==> src/rtl/ex_mem_stage.sv <==
// EX->MEM elastic stage: 2-entry skid buffer toward MEM plus conditional branch resolution.
// Optional performance counters are enabled with `define EX_MEM_PERF_CNT_EN.
module ex_mem_stage #(
    parameter int XLEN  = 32,
    parameter int DEPTH = 2
) (
    input  logic            clk,
    input  logic            rst_n,
    input  logic            in_valid,
    output logic            in_ready,
    input  logic [XLEN-1:0] alu_result,
    input  logic            zero_flag,
    input  logic            sign_flag,
    input  logic [XLEN-1:0] rs2_data,
    input  logic [4:0]      rd_addr,
    input  logic            reg_write,
    input  logic            mem_read,
    input  logic            mem_write,
    input  logic            is_branch,
    input  logic [2:0]      branch_funct3,
    input  logic [XLEN-1:0] branch_target,
    input  logic            flush,
    output logic            out_valid,
    input  logic            out_ready,
    output logic [XLEN-1:0] out_alu_result,
    output logic [XLEN-1:0] out_store_data,
    output logic [4:0]      out_rd,
    output logic            out_reg_write,
    output logic            out_mem_read,
    output logic            out_mem_write,
    output logic            branch_taken,
`ifdef EX_MEM_PERF_CNT_EN
    output logic [31:0]     perf_branch_taken,
    output logic [31:0]     perf_stall,
`endif
    output logic [XLEN-1:0] branch_pc
);

    localparam logic [1:0] FULL_COUNT = 2'(DEPTH);

    typedef struct packed {
        logic [XLEN-1:0] result;
        logic [XLEN-1:0] store;
        logic [4:0]      rd;
        logic            reg_write;
        logic            mem_read;
        logic            mem_write;
    } entry_t;

    // sign_flag is 1 for a non-negative result, so BLT is taken when it is low
    function automatic logic branch_cond(input logic [2:0] funct3,
                                         input logic zero,
                                         input logic sign);
        logic taken;
        case (funct3)
            3'b000:  taken = zero;
            3'b001:  taken = ~zero;
            3'b100:  taken = ~sign;
            3'b101:  taken = sign;
            default: taken = 1'b0;
        endcase
        return taken;
    endfunction

    logic [1:0] count_r;
    entry_t     head_r;
    entry_t     tail_r;
    entry_t     new_entry_s;
    logic       in_ready_s;
    logic       accept_s;
    logic       push_s;
    logic       pop_s;
    logic       taken_s;
    logic       branch_taken_r;
    logic [XLEN-1:0] branch_pc_r;

    // Handshake decode; flush overrides both accept and pop
    always_comb begin
        in_ready_s  = rst_n & (count_r != FULL_COUNT);
        accept_s    = in_valid & in_ready_s & ~flush;
        push_s      = accept_s & ~is_branch;
        pop_s       = (count_r != 2'd0) & out_ready & ~flush;
        taken_s     = accept_s & is_branch & branch_cond(branch_funct3, zero_flag, sign_flag);
        new_entry_s = '{result:    alu_result,
                        store:     rs2_data,
                        rd:        rd_addr,
                        reg_write: reg_write,
                        mem_read:  mem_read,
                        mem_write: mem_write};
    end

    // Skid buffer storage: head feeds MEM, tail holds the second entry
    always_ff @(posedge clk) begin
        if (!rst_n) begin
            count_r <= 2'd0;
            head_r  <= '0;
            tail_r  <= '0;
        end else if (flush) begin
            count_r <= 2'd0;
        end else begin
            case ({push_s, pop_s})
                2'b10: begin
                    if (count_r == 2'd0) begin
                        head_r <= new_entry_s;
                    end else begin
                        tail_r <= new_entry_s;
                    end
                    count_r <= count_r + 2'd1;
                end
                2'b01: begin
                    head_r  <= tail_r;
                    count_r <= count_r - 2'd1;
                end
                // Only reachable with one entry: the new entry replaces the departing head
                2'b11:   head_r  <= new_entry_s;
                default: count_r <= count_r;
            endcase
        end
    end

    // Branch resolution pulse; the target is held after the pulse ends
    always_ff @(posedge clk) begin
        if (!rst_n) begin
            branch_taken_r <= 1'b0;
            branch_pc_r    <= '0;
        end else begin
            branch_taken_r <= taken_s;
            if (taken_s) begin
                branch_pc_r <= branch_target;
            end
        end
    end

`ifdef EX_MEM_PERF_CNT_EN
    logic [31:0] perf_branch_taken_r;
    logic [31:0] perf_stall_r;

    // Event counters, cleared only by reset
    always_ff @(posedge clk) begin
        if (!rst_n) begin
            perf_branch_taken_r <= 32'd0;
            perf_stall_r        <= 32'd0;
        end else begin
            if (taken_s) begin
                perf_branch_taken_r <= perf_branch_taken_r + 32'd1;
            end
            if (in_valid & ~in_ready_s) begin
                perf_stall_r <= perf_stall_r + 32'd1;
            end
        end
    end

    assign perf_branch_taken = perf_branch_taken_r;
    assign perf_stall        = perf_stall_r;
`endif

    assign in_ready       = in_ready_s;
    assign out_valid      = (count_r != 2'd0);
    assign out_alu_result = head_r.result;
    assign out_store_data = head_r.store;
    assign out_rd         = head_r.rd;
    assign out_reg_write  = head_r.reg_write;
    assign out_mem_read   = head_r.mem_read;
    assign out_mem_write  = head_r.mem_write;
    assign branch_taken   = branch_taken_r;
    assign branch_pc      = branch_pc_r;

endmodule

==> config.mk <==
export PLATFORM = sky130hd
export DESIGN_NAME = ex_mem_stage
export DESIGN_NICKNAME = d
export VERILOG_FILES = /design/src/rtl/ex_mem_stage.sv
export SDC_FILE = /design/constraint.sdc
export NUM_CORES = 1
export LEC_CHECK = 0
export CORE_UTILIZATION = 35
export CTS_CLUSTER_SIZE = 20
export DETAILED_ROUTE_END_ITERATION = 6
export GPL_TIMING_DRIVEN = 0
export PLACE_DENSITY = 0.69
export SKIP_CTS_REPAIR_TIMING = 1
export SLEW_MARGIN = 20
export SYNTH_ARGS = -nofsm -noshare
export SYNTH_HDL_FRONTEND = slang
export SYNTH_SLANG_ARGS = --single-unit
export TNS_END_PERCENT = 100
==> constraint.sdc <==
create_clock -name clk -period 2.7 [get_ports clk]
set_input_delay 0.54 -clock clk [delete_from_list [all_inputs] [get_ports clk]]
set_output_delay 0.54 -clock clk [all_outputs]
set_load 0.03 [all_outputs]
### Signal wires on met2, run 1

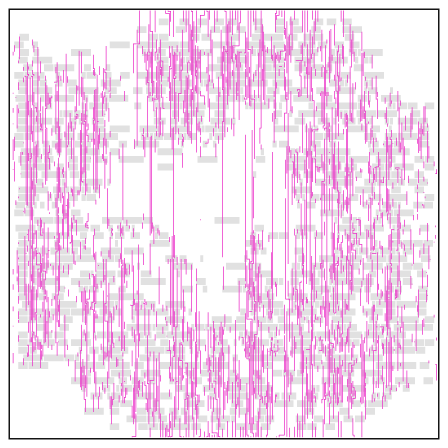
The wires run mostly vertical. The longest straight run is 75.8 um. The layer carries 11,200 um of wire.

### Wiring by layer, run 1

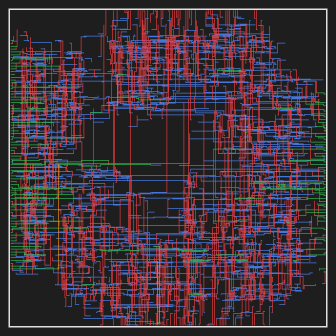
Key: M2 = red [wire length 11,200 um]; M4 = orange [wire length 148 um]; M3 = green [wire length 1,750 um]; M1 = blue [wire length 10,500 um]

==> Table 3: Implementation characteristics, run 1 <==
Characteristics after synthesis and place and route

Parameter                              Value

Finish
  Multi-input gate area .................. ~3900 um^2
  Layout clock buffers .................. 18
  Fraction of area in multi-input gates .................. between 30 and 40%
  Total number of nets in the final design .................. between 1,000 and 1,500
  Fraction of standard cell area that is sequential .................. ~32%
  Max FFs per register .................. roughly 72

GRT
  Total GRT Usage .................. between 20% and 30%
  GR Layer Usage met3 .................. under 10%
  Global Route met2 Usage .................. about a third
  Initial antenna violation count .................. 0

Logic synthesis
  Number of enable flip-flop cells .................. 0
  Yosys-reported design area after synthesis .................. ~7900 um^2
  Yosys reg bits .................. 179
  Commonest cells in the netlist .................. sky130_fd_sc_hd__dfxtp_1 (179), sky130_fd_sc_hd__nand2_1 (146), sky130_fd_sc_hd__a21oi_1 (106)
  Most instantiated library cell after synthesis .................. sky130_fd_sc_hd__dfxtp_1
  Top cells by area .................. sky130_fd_sc_hd__dfxtp_1 (45%), sky130_fd_sc_hd__o31ai_2 (11%), sky130_fd_sc_hd__o211ai_1 (9.8%)
  Adder and majority gate portion of the synthesized area .................. less than 1%
  Top non-seq family .................. AND-OR/OR-AND gates
  Library cell occupying the most area in the post-synthesis netlist .................. sky130_fd_sc_hd__dfxtp_1
  Mux area share .................. 9.26%
  Count of yosys warnings during synthesis .................. 0

Floorplanning
  FP Core Util .................. between 30% and 40%
  Die Area .................. approximately 23,000 um^2

STA
  Max Clk Rate .................. slightly below 400 MHz
  Worst max-slew margin expressed relative to the limit .................. 46.1%
  Final Hold Violating Endpoints .................. 0
  Final setup margin .................. between 100 and 150 ps
  Pins Over Slew Limit .................. 0
  Fin Clk Skew .................. between 8 and 9 ps

Detailed routing
  Mean routed wirelength per cell .................. 17.2 um
  DRT Wirelength .................. around 24,000 um
  Drt drc .................. 14
  Initial DRC Count .................. around 320

Power
  Net switching share of the total power .................. 26.4%
  Top power consumer group .................. registers
  Relative contribution of the clock network to total power .................. 42.0%
  Switching power summed over all nets .................. roughly 0.0015 W

Worst setup path
  Signal arrival time at the worst endpoint .................. 2030 ps
  Kind of cell with the highest combined delay on the critical path .................. buffers and inverters
  Sum of buffers and inverters on the critical path .................. 4

CTS
  Number of buffers added by the clock tree synthesis step .................. 17
  Number of levels in the clock H-tree .................. 4
  Bufs on Longest Clock Path .................. 2

Hold path
  Type of the most critical hold path .................. reg2reg

Outcome
  Status .................. finished, violations left
  Violated checks .................. design-rule violations

Place
  Port Buffer Count .................. approximately 220
  Count of placed standard cells including taps .................. 1,337
  Hpwl dp .................. 17,000 um
### The metal 3 layer, run 1

Scale bar: 50 um.
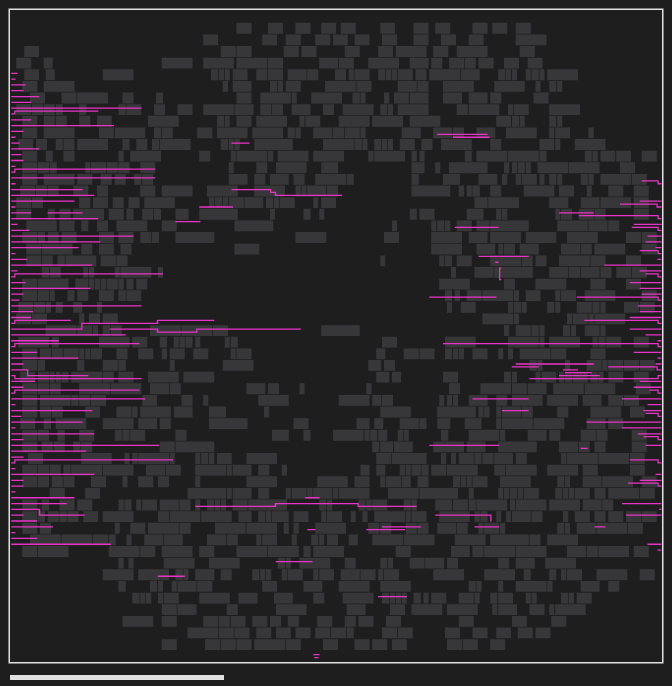
The layer holds 7.4% of the routed length. The wires run mostly horizontal. 156 nets have wire on it. The longest straight run is 50.1 um. The layer carries 1,750 um of wire.

## run 1: worst register-to-register path: cells and delay by family, from the launching register on
kind            cells  cell delay, ps
mux                 1             170
compound gates      2             290
simple gates        4             730
buf+inv             3             610
fa+ha+maj           1             230
flops               1             430
## run 1: per-stage QoR
stage | power, W | TNS [ps] | area (um^2)
final | 0.00559 | 0 | 11100
after CTS | 0.00564 | -16630 | 11000
after global placement | 0.00330 | -63720 | 10500
after floorplan | 0.00299 | 0 | 7930
after detailed placement | 0.00330 | -66240 | 10500
after global routing | 0.00581 | 0 | 11100
## run 1: worst max path at each step
stage,endpoint,slack [ps],cells after the start
after global routing,out_alu_result[29]$_SDFFE_PN0P_,2,11
after detailed placement,in_ready,-840,5
final,in_ready,130,5
after CTS,in_ready,-850,5
after floorplan,out_alu_result[0]$_SDFFE_PN0P_,440,10
after global placement,in_ready,-860,5
## run 1: placed cells by master, fill, tap and decap left out, types with 2 or more instances in the layout
cell,instances
sky130_fd_sc_hd__nand2_1,146
sky130_fd_sc_hd__nand2b_1,4
sky130_fd_sc_hd__o31ai_1,34
sky130_fd_sc_hd__clkinvlp_4,5
sky130_fd_sc_hd__clkbuf_16,17
sky130_fd_sc_hd__o31ai_2,70
sky130_fd_sc_hd__inv_6,4
sky130_fd_sc_hd__mux2i_1,72
sky130_fd_sc_hd__buf_6,7
sky130_fd_sc_hd__dfxtp_1,179
sky130_fd_sc_hd__clkdlybuf4s50_1,220
sky130_fd_sc_hd__a21oi_1,106
sky130_fd_sc_hd__buf_2,5
sky130_fd_sc_hd__clkbuf_2,9
sky130_fd_sc_hd__clkbuf_1,72
sky130_fd_sc_hd__and2_1,2
sky130_fd_sc_hd__ha_1,2
sky130_fd_sc_hd__inv_1,3
sky130_fd_sc_hd__o211ai_1,104
sky130_fd_sc_hd__clkinv_4,2
### Routing congestion map, run 1

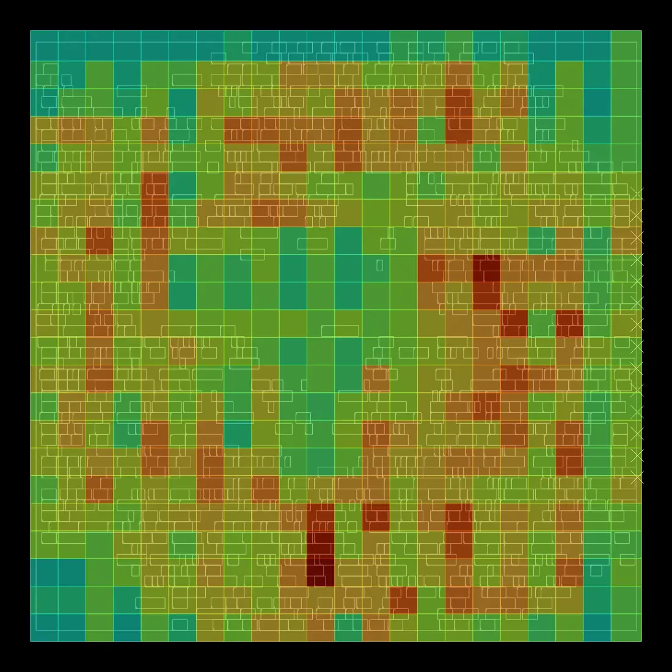

--- run 2 (diff from run 1) ---
- CORE_MARGIN: default -> 5
### Routing congestion map, run 2

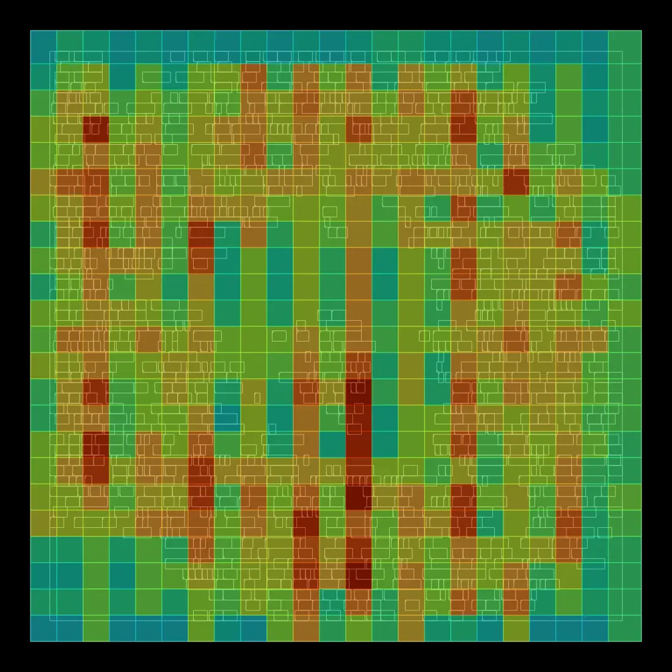
Global Route met2 Usage: 30.0%
GR Layer Usage met3: 6.83%

==> run 2 against run 1 <==
Effect of this change: the flow now finishes without violations; critical path depth rose by 6; maximum frequency fell by 1.7%; area after synthesis did not move; setup slack got worse by 44 ps; clock skew fell by 1.8 ps; utilization fell by 0.80 points; synthesized cell count did not move; non-clock buffer count did not move; flip-flop count did not move; critical path type is now in2reg; critical endpoint is now out_alu_result[19]$_SDFFE_PN0P_; largest cell class unchanged; largest power group unchanged.
==> Table 3: Implementation characteristics, run 2 <==
Characteristics after synthesis and place and route

Parameter                              Value

Floorplanning
  Horizontal extent of the die .................. around 160 um
  # rows .................. 55
  Core box area .................. around 23,000 um^2
  I/O pin count .................. 222
  Die Area .................. around 26,000 um^2
  FP Core Util .................. 35.2%

CTS
  # clock sinks .................. roughly 180
  Number of levels in the clock H-tree .................. 4
  CTS tree .................. yes
  Root buffer selected by CTS .................. sky130_fd_sc_hd__clkbuf_16
  Number of buffers added by the clock tree synthesis step .................. 17
  Bufs on Longest Clock Path .................. 2
  Latency at later pin .................. roughly 430 ps

Detailed routing
  Count of TritonRoute iterations in the first routing pass .................. 4
  Mean routed wirelength per cell .................. around 18 um
  Initial DRC Count .................. roughly 270
  Max layer used .................. met5
  Average vias per placed instance .................. 5.15
  DRT Wirelength .................. 24,600 um
  Drt drc .................. 0

STA
  Pins Over Slew Limit .................. 0
  Final Hold Violating Endpoints .................. 0
  Worst hold margin .................. between 400 and 500 ps
  Worst max-slew margin expressed relative to the limit .................. between 40% and 50%
  Max Clk Rate .................. 382 MHz
  Final setup margin .................. 81.7 ps
  Sum of negative setup slack .................. 0 ps
  Fin Clk Skew .................. about 6.8 ps

Logic synthesis
  Area leader share .................. 45.2%
  Count of yosys warnings during synthesis .................. 0
  Number of enable flip-flop cells .................. 0
  Most instantiated library cell after synthesis .................. sky130_fd_sc_hd__dfxtp_1
  Synthesized netlist net count .................. approximately 950
  Top cells by area .................. sky130_fd_sc_hd__dfxtp_1 (45%), sky130_fd_sc_hd__o31ai_2 (11%), sky130_fd_sc_hd__o211ai_1 (9.8%)
  Post-synth seq share .................. a little under half
  Fraction of registers with async set/reset .................. 0%
  Library cell occupying the most area in the post-synthesis netlist .................. sky130_fd_sc_hd__dfxtp_1
  Yosys reg bits .................. roughly 180
  Commonest cells in the netlist .................. sky130_fd_sc_hd__dfxtp_1 (179), sky130_fd_sc_hd__nand2_1 (146), sky130_fd_sc_hd__a21oi_1 (106)
  Primary flip-flop cell chosen by synthesis mapping .................. sky130_fd_sc_hd__dfxtp_1
  Yosys-reported design area after synthesis .................. roughly 7900 um^2
  Cell count after synthesis .................. 836

Place
  Hpwl dp .................. 17,700 um
  Dpl ws .................. -857 ps
  Total placed instance area .................. between 10,000 and 15,000 um^2
  Count of placed standard cells including taps .................. around 1,300
  Port Buffer Count .................. 221

Finish
  Total number of nets in the final design .................. about 1,200
  Most used logic cell in the final layout .................. sky130_fd_sc_hd__clkdlybuf4s50_1
  Post-Layout Cell Count .................. roughly 1,400
  Most frequently placed logic cells in the final layout .................. sky130_fd_sc_hd__clkdlybuf4s50_1 (219), sky130_fd_sc_hd__dfxtp_1 (179), sky130_fd_sc_hd__nand2_1 (146), sky130_fd_sc_hd__a21oi_1 (106), sky130_fd_sc_hd__o211ai_1 (104)
  Fillers .................. 2,162
  Finished layout cell area .................. ~11,000 um^2
  Top reg by flops .................. tail_r
  Max FFs per register .................. slightly above 70

GRT
  Most used routing layer in global routing .................. met2
  Number of global-route vias before repair .................. 7,033
  Initial antenna violation count .................. 1
  Grt met1 use .................. a little under a quarter
  Total global routing overflow .................. 0
  Total GRT Usage .................. a little under a fifth

Hold path
  Type of the most critical hold path .................. reg2reg

Worst setup path
  CP Cell Sequence .................. clkdlybuf4s50_1, o21ba_2, nand2_1, ha_1, nor2b_1, mux2i_4, buf_12, or2_1, buf_4, buf_6, o31ai_2
  CP Capture Point .................. out_alu_result[19]$_SDFFE_PN0P_
  Signal arrival time at the worst endpoint .................. a little under 3000 ps
  Crit path largest cell delay .................. 480 ps
  Kind of critical path .................. in2reg
  R2R Setup Slk .................. 130 ps
  Sum of buffers and inverters on the critical path .................. 4
  Standard cell with the maximum stage delay on the critical path .................. sky130_fd_sc_hd__clkdlybuf4s50_1
  Capturing point of the worst reg2reg path .................. tail_r[63]$_SDFFE_PN0P_
  Number of logic stages on the critical path including buffering .................. 11
  Maximum fanout encountered on the critical timing path .................. 10
  Kind of cell with the highest combined delay on the critical path .................. buffers and inverters

Power
  Max rail drop VDD .................. between 300 and 400 uV
  PnR Total Power .................. around 0.0058 W
  Power density cells .................. 516 nW/um^2

Run
  OpenROAD warnings .................. 28
  Number of max-capacitance violations reported .................. 0

Outcome
  Status .................. finished, final reports clean
==> run 2: cell count changes in the layout (fill, tap and decap cells not counted), sizes merged <==
cell and change:
buf +2, bufinv +2, clkbuf -2, clkinvlp -2
dlymetal6s2s +2, clkdlybuf4s50 -1, clkinv -1
==> run 2: area by class of cell <==
class / instances / area [um^2] / area share [%]
multi-input combinational: 559 / 3930 / 35.2
sequential: 179 / 3580 / 32.2
timing repair buffer: 223 / 2240 / 20.2
clock buffer: 19 / 433 / 3.89
buffer: 93 / 433 / 3.89
tap: 285 / 357 / 3.20
clock inverter: 13 / 149 / 1.34
inverter: 4 / 15.0 / 0.135
==> run 2: how the worst min path moves through the flow <==
stage	startpoint	to	cells past startpoint
after floorplan	tail_r[0]$_SDFFE_PN0P_	tail_r[0]$_SDFFE_PN0P_	2
after CTS	tail_r[71]$_SDFFE_PN0P_	tail_r[71]$_SDFFE_PN0P_	2
after global routing	tail_r[55]$_SDFFE_PN0P_	tail_r[55]$_SDFFE_PN0P_	2
final	tail_r[4]$_SDFFE_PN0P_	tail_r[4]$_SDFFE_PN0P_	2
after global placement	tail_r[2]$_SDFFE_PN0P_	tail_r[2]$_SDFFE_PN0P_	2
after detailed placement	tail_r[28]$_SDFFE_PN0P_	tail_r[28]$_SDFFE_PN0P_	2
==> run 2: cell families after synthesis <==
group                    synth area share [%]
AND/OR/NAND/NOR                          8.48
buffers and inverters                    5.43
AND-OR/OR-AND                            31.1
XOR/XNOR                                0.221
multiplexers                             9.26
flip-flops                               45.2
adder cells (fa/ha/maj)                 0.316
==> run 2: where the power goes <==
group	switching, W	leakage (nW)	internal, W
registers	0.0000129	1.44	0.00266
clock network	0.00112	0.275	0.00138
logic	0.000320	1.82	0.000254
total	0.00145	3.54	0.00430
### Clock network drawn from the DEF, run 2

Scale bar: 50 um.
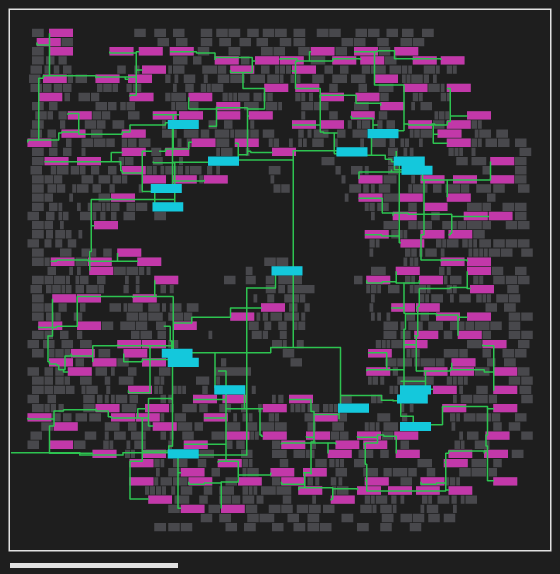

--- run 3 (diff from run 2) ---
- MAX_ROUTING_LAYER: default -> met4
### Clock network drawn from the DEF, run 3

Scale bar: 50 um.
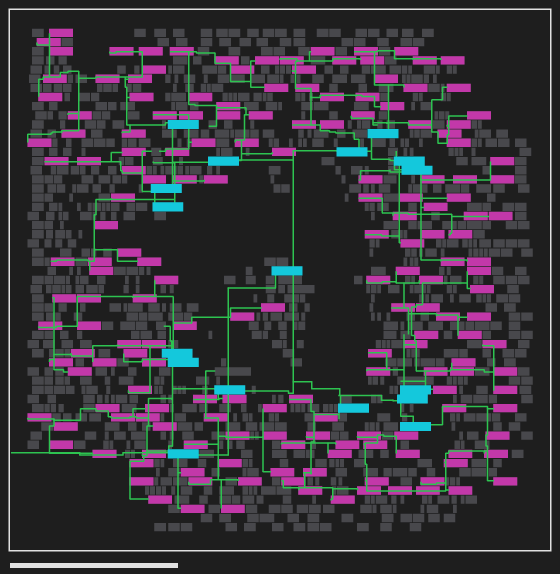
Key: clock-net drivers = cyan [count 17]; flip-flops = magenta [count 179]; clock wires = green [length 2,360 um]
Position of the flops: spread over the die.

==> run 3 against run 2 <==
Effect of this change: first-iteration DRC count up 14%; register-to-register slack about the same; non-clock buffer count grew 1; maximum frequency barely moved; global-route usage rose by 0.54 points; critical endpoint unchanged; largest cell class unchanged; highest routed layer is now met4.
==> Table 3: Implementation characteristics, run 3 <==
Characteristics after synthesis and place and route

Parameter                              Value

Logic synthesis
  Avg Cell Area, Syn .................. roughly 9.5 um^2
  Primary flip-flop cell chosen by synthesis mapping .................. sky130_fd_sc_hd__dfxtp_1
  Commonest cells in the netlist .................. sky130_fd_sc_hd__dfxtp_1 (179), sky130_fd_sc_hd__nand2_1 (146), sky130_fd_sc_hd__a21oi_1 (106)
  Area leader share .................. 45.2%
  Post-synth seq share .................. between 40% and 50%
  Cell count after synthesis .................. around 840
  Fraction of registers with async set/reset .................. 0%
  Count of yosys warnings during synthesis .................. 0
  Yosys reg bits .................. between 150 and 200
  Summed instance area of the synthesized netlist .................. 7930 um^2
  Library cell occupying the most area in the post-synthesis netlist .................. sky130_fd_sc_hd__dfxtp_1
  Synthesized netlist net count .................. about 950
  Number of enable flip-flop cells .................. 0
  Yosys-reported design area after synthesis .................. 7930 um^2
  Most instantiated library cell after synthesis .................. sky130_fd_sc_hd__dfxtp_1
  Top cells by area .................. sky130_fd_sc_hd__dfxtp_1 (45%), sky130_fd_sc_hd__o31ai_2 (11%), sky130_fd_sc_hd__o211ai_1 (9.8%)

Power
  Reported combinational group power .................. 0.000573 W
  Top power consumer group .................. registers
  Internal power .................. 0.00430 W
  Net switching share of the total power .................. between 20% and 30%
  Power density cells .................. approximately 520 nW/um^2
  PnR Total Power .................. around 0.0058 W
  Combinational share of power .................. approximately a tenth
  Relative contribution of the clock network to total power .................. between 40% and 50%
  Relative contribution of sequential cells to total power .................. around 47%
  Power in sequential cells .................. approximately 0.0027 W
  Clk pwr .................. ~0.0025 W
  Switching power summed over all nets .................. 0.00146 W
  Max rail drop VDD .................. 365 uV

GRT
  Global Route met2 Usage .................. between 30% and 40%
  Total global routing overflow .................. 0
  Grt met1 use .................. around a quarter
  GR Layer Usage met3 .................. 5.70%
  Initial antenna violation count .................. 1
  Most used routing layer in global routing .................. met2
  Number of global-route vias before repair .................. ~7,100
  Largest net degree at the start of global routing .................. 17
  Total GRT Usage .................. between 10% and 20%

Detailed routing
  Count of TritonRoute iterations in the first routing pass .................. 4
  Initial DRC Count .................. about 310
  Max layer used .................. met4
  Average vias per placed instance .................. 5.19
  Residual antenna-violating net count after detailed routing .................. 0
  DRT Wirelength .................. 24,500 um
  Mean routed wirelength per cell .................. between 15 and 20 um
  Drt drc .................. 0

STA
  Pins Over Slew Limit .................. 0
  Fin Clk Skew .................. 6.36 ps
  Max Clk Rate .................. approximately 380 MHz
  Worst max-slew margin expressed relative to the limit .................. a little under half
  Worst hold margin .................. 453 ps
  Final Cycle Share .................. roughly 97%
  Final Hold Violating Endpoints .................. 0

Floorplanning
  Core box area .................. 22,500 um^2
  Horizontal extent of the die .................. between 150 and 200 um
  I/O pin count .................. about 220
  # rows .................. between 50 and 60
  FP Core Util .................. 35.2%
  Die Area .................. 25,800 um^2

Finish
  Max FFs per register .................. 72
  Finished layout cell area .................. between 10,000 and 15,000 um^2
  Most used logic cell in the final layout .................. sky130_fd_sc_hd__clkdlybuf4s50_1
  Most frequently placed logic cells in the final layout .................. sky130_fd_sc_hd__clkdlybuf4s50_1 (219), sky130_fd_sc_hd__dfxtp_1 (179), sky130_fd_sc_hd__nand2_1 (146), sky130_fd_sc_hd__a21oi_1 (106), sky130_fd_sc_hd__o211ai_1 (104)
  Post-Layout Cell Count .................. roughly 1,400
  Top reg by flops .................. tail_r
  Total number of nets in the final design .................. roughly 1,200

Run
  Number of max-capacitance violations reported .................. 0
  OpenROAD warnings .................. 28

Worst setup path
  Kind of critical path .................. in2reg
  Required time of the critical path .................. between 3000 and 4000 ps
  Worst reg2reg path startpoint .................. count_r[0]$_SDFFE_PP0P_
  Signal arrival time at the worst endpoint .................. just under 3000 ps
  CP Capture Type .................. flop
  Maximum fanout encountered on the critical timing path .................. 10

CTS
  Number of levels in the clock H-tree .................. 4
  Number of buffers added by the clock tree synthesis step .................. 17
  Bufs on Longest Clock Path .................. 2
  Root buffer selected by CTS .................. sky130_fd_sc_hd__clkbuf_16
  # clock sinks .................. 179
  Latency at later pin .................. between 400 and 500 ps
  CTS tree .................. yes

Place
  Total placed instance area .................. ~10,000 um^2
  Count of placed standard cells including taps .................. about 1,300
  Port Buffer Count .................. between 200 and 250
  Hpwl dp .................. between 15,000 and 20,000 um

Outcome
  Status .................. finished, final reports clean

Hold path
  Origin of the worst min-delay path .................. tail_r[4]$_SDFFE_PN0P_
  Type of the most critical hold path .................. reg2reg
run 3: final timing paths:
| check | slack (ps) | to | cells after the start |
|---|---|---|---|
| worst max register to register | 140 | tail_r[63]$_SDFFE_PN0P_ | 10 |
| worst min register to register | 450 | tail_r[4]$_SDFFE_PN0P_ | 2 |
| worst min-delay path | 450 | tail_r[4]$_SDFFE_PN0P_ | 2 |
| worst max-delay path | 80 | out_alu_result[19]$_SDFFE_PN0P_ | 11 |
run 3: worst max-delay path, cell delays in order:
cell and delay (ps):
sky130_fd_sc_hd__clkdlybuf4s50_1 480, sky130_fd_sc_hd__o21ba_2 290, sky130_fd_sc_hd__nand2_1 70, sky130_fd_sc_hd__ha_1 260
sky130_fd_sc_hd__nor2b_1 240, sky130_fd_sc_hd__mux2i_4 120, sky130_fd_sc_hd__buf_12 150, sky130_fd_sc_hd__or2_1 190
sky130_fd_sc_hd__buf_4 200, sky130_fd_sc_hd__buf_6 170, sky130_fd_sc_hd__o31ai_2 220
run 3: logic make-up after synthesis:
group,Yosys count,synth area share [%]
AOI/OAI and AO/OA,317,31.1
DFF,179,45.2
and+or+nand+nor,165,8.48
buffers and inverters,98,5.43
muxes,73,9.26
xor gates and xnor gates,2,0.221
adders and majority gates,2,0.316
run 3: final cells by class:
class                           instances  area [um^2]
Sequential cell                       179         3580
Fill cell                            2163        11400
Antenna cell                            1         2.50
Tap cell                              285          357
Buffer                                 94          437
Multi-Input combinational cell        559         3930
Clock inverter                         13          149
Clock buffer                           19          433
Inverter                                4         15.0
Timing Repair Buffer                  223         2240
run 3: metrics by stage:
step	setup WS (ps)	setup TNS (ps)	util, %
2_1_floorplan	442	0	-
3_3_place_gp	-880	-69700	46.6
3_5_place_dp	-857	-72690	46.6
4_1_cts	-856	-23140	49.2
5_1_grt	-42.8	-651	49.5
6_report	81.9	0	49.5
Power figures rest on the tool's default switching activity, not on a simulated workload.
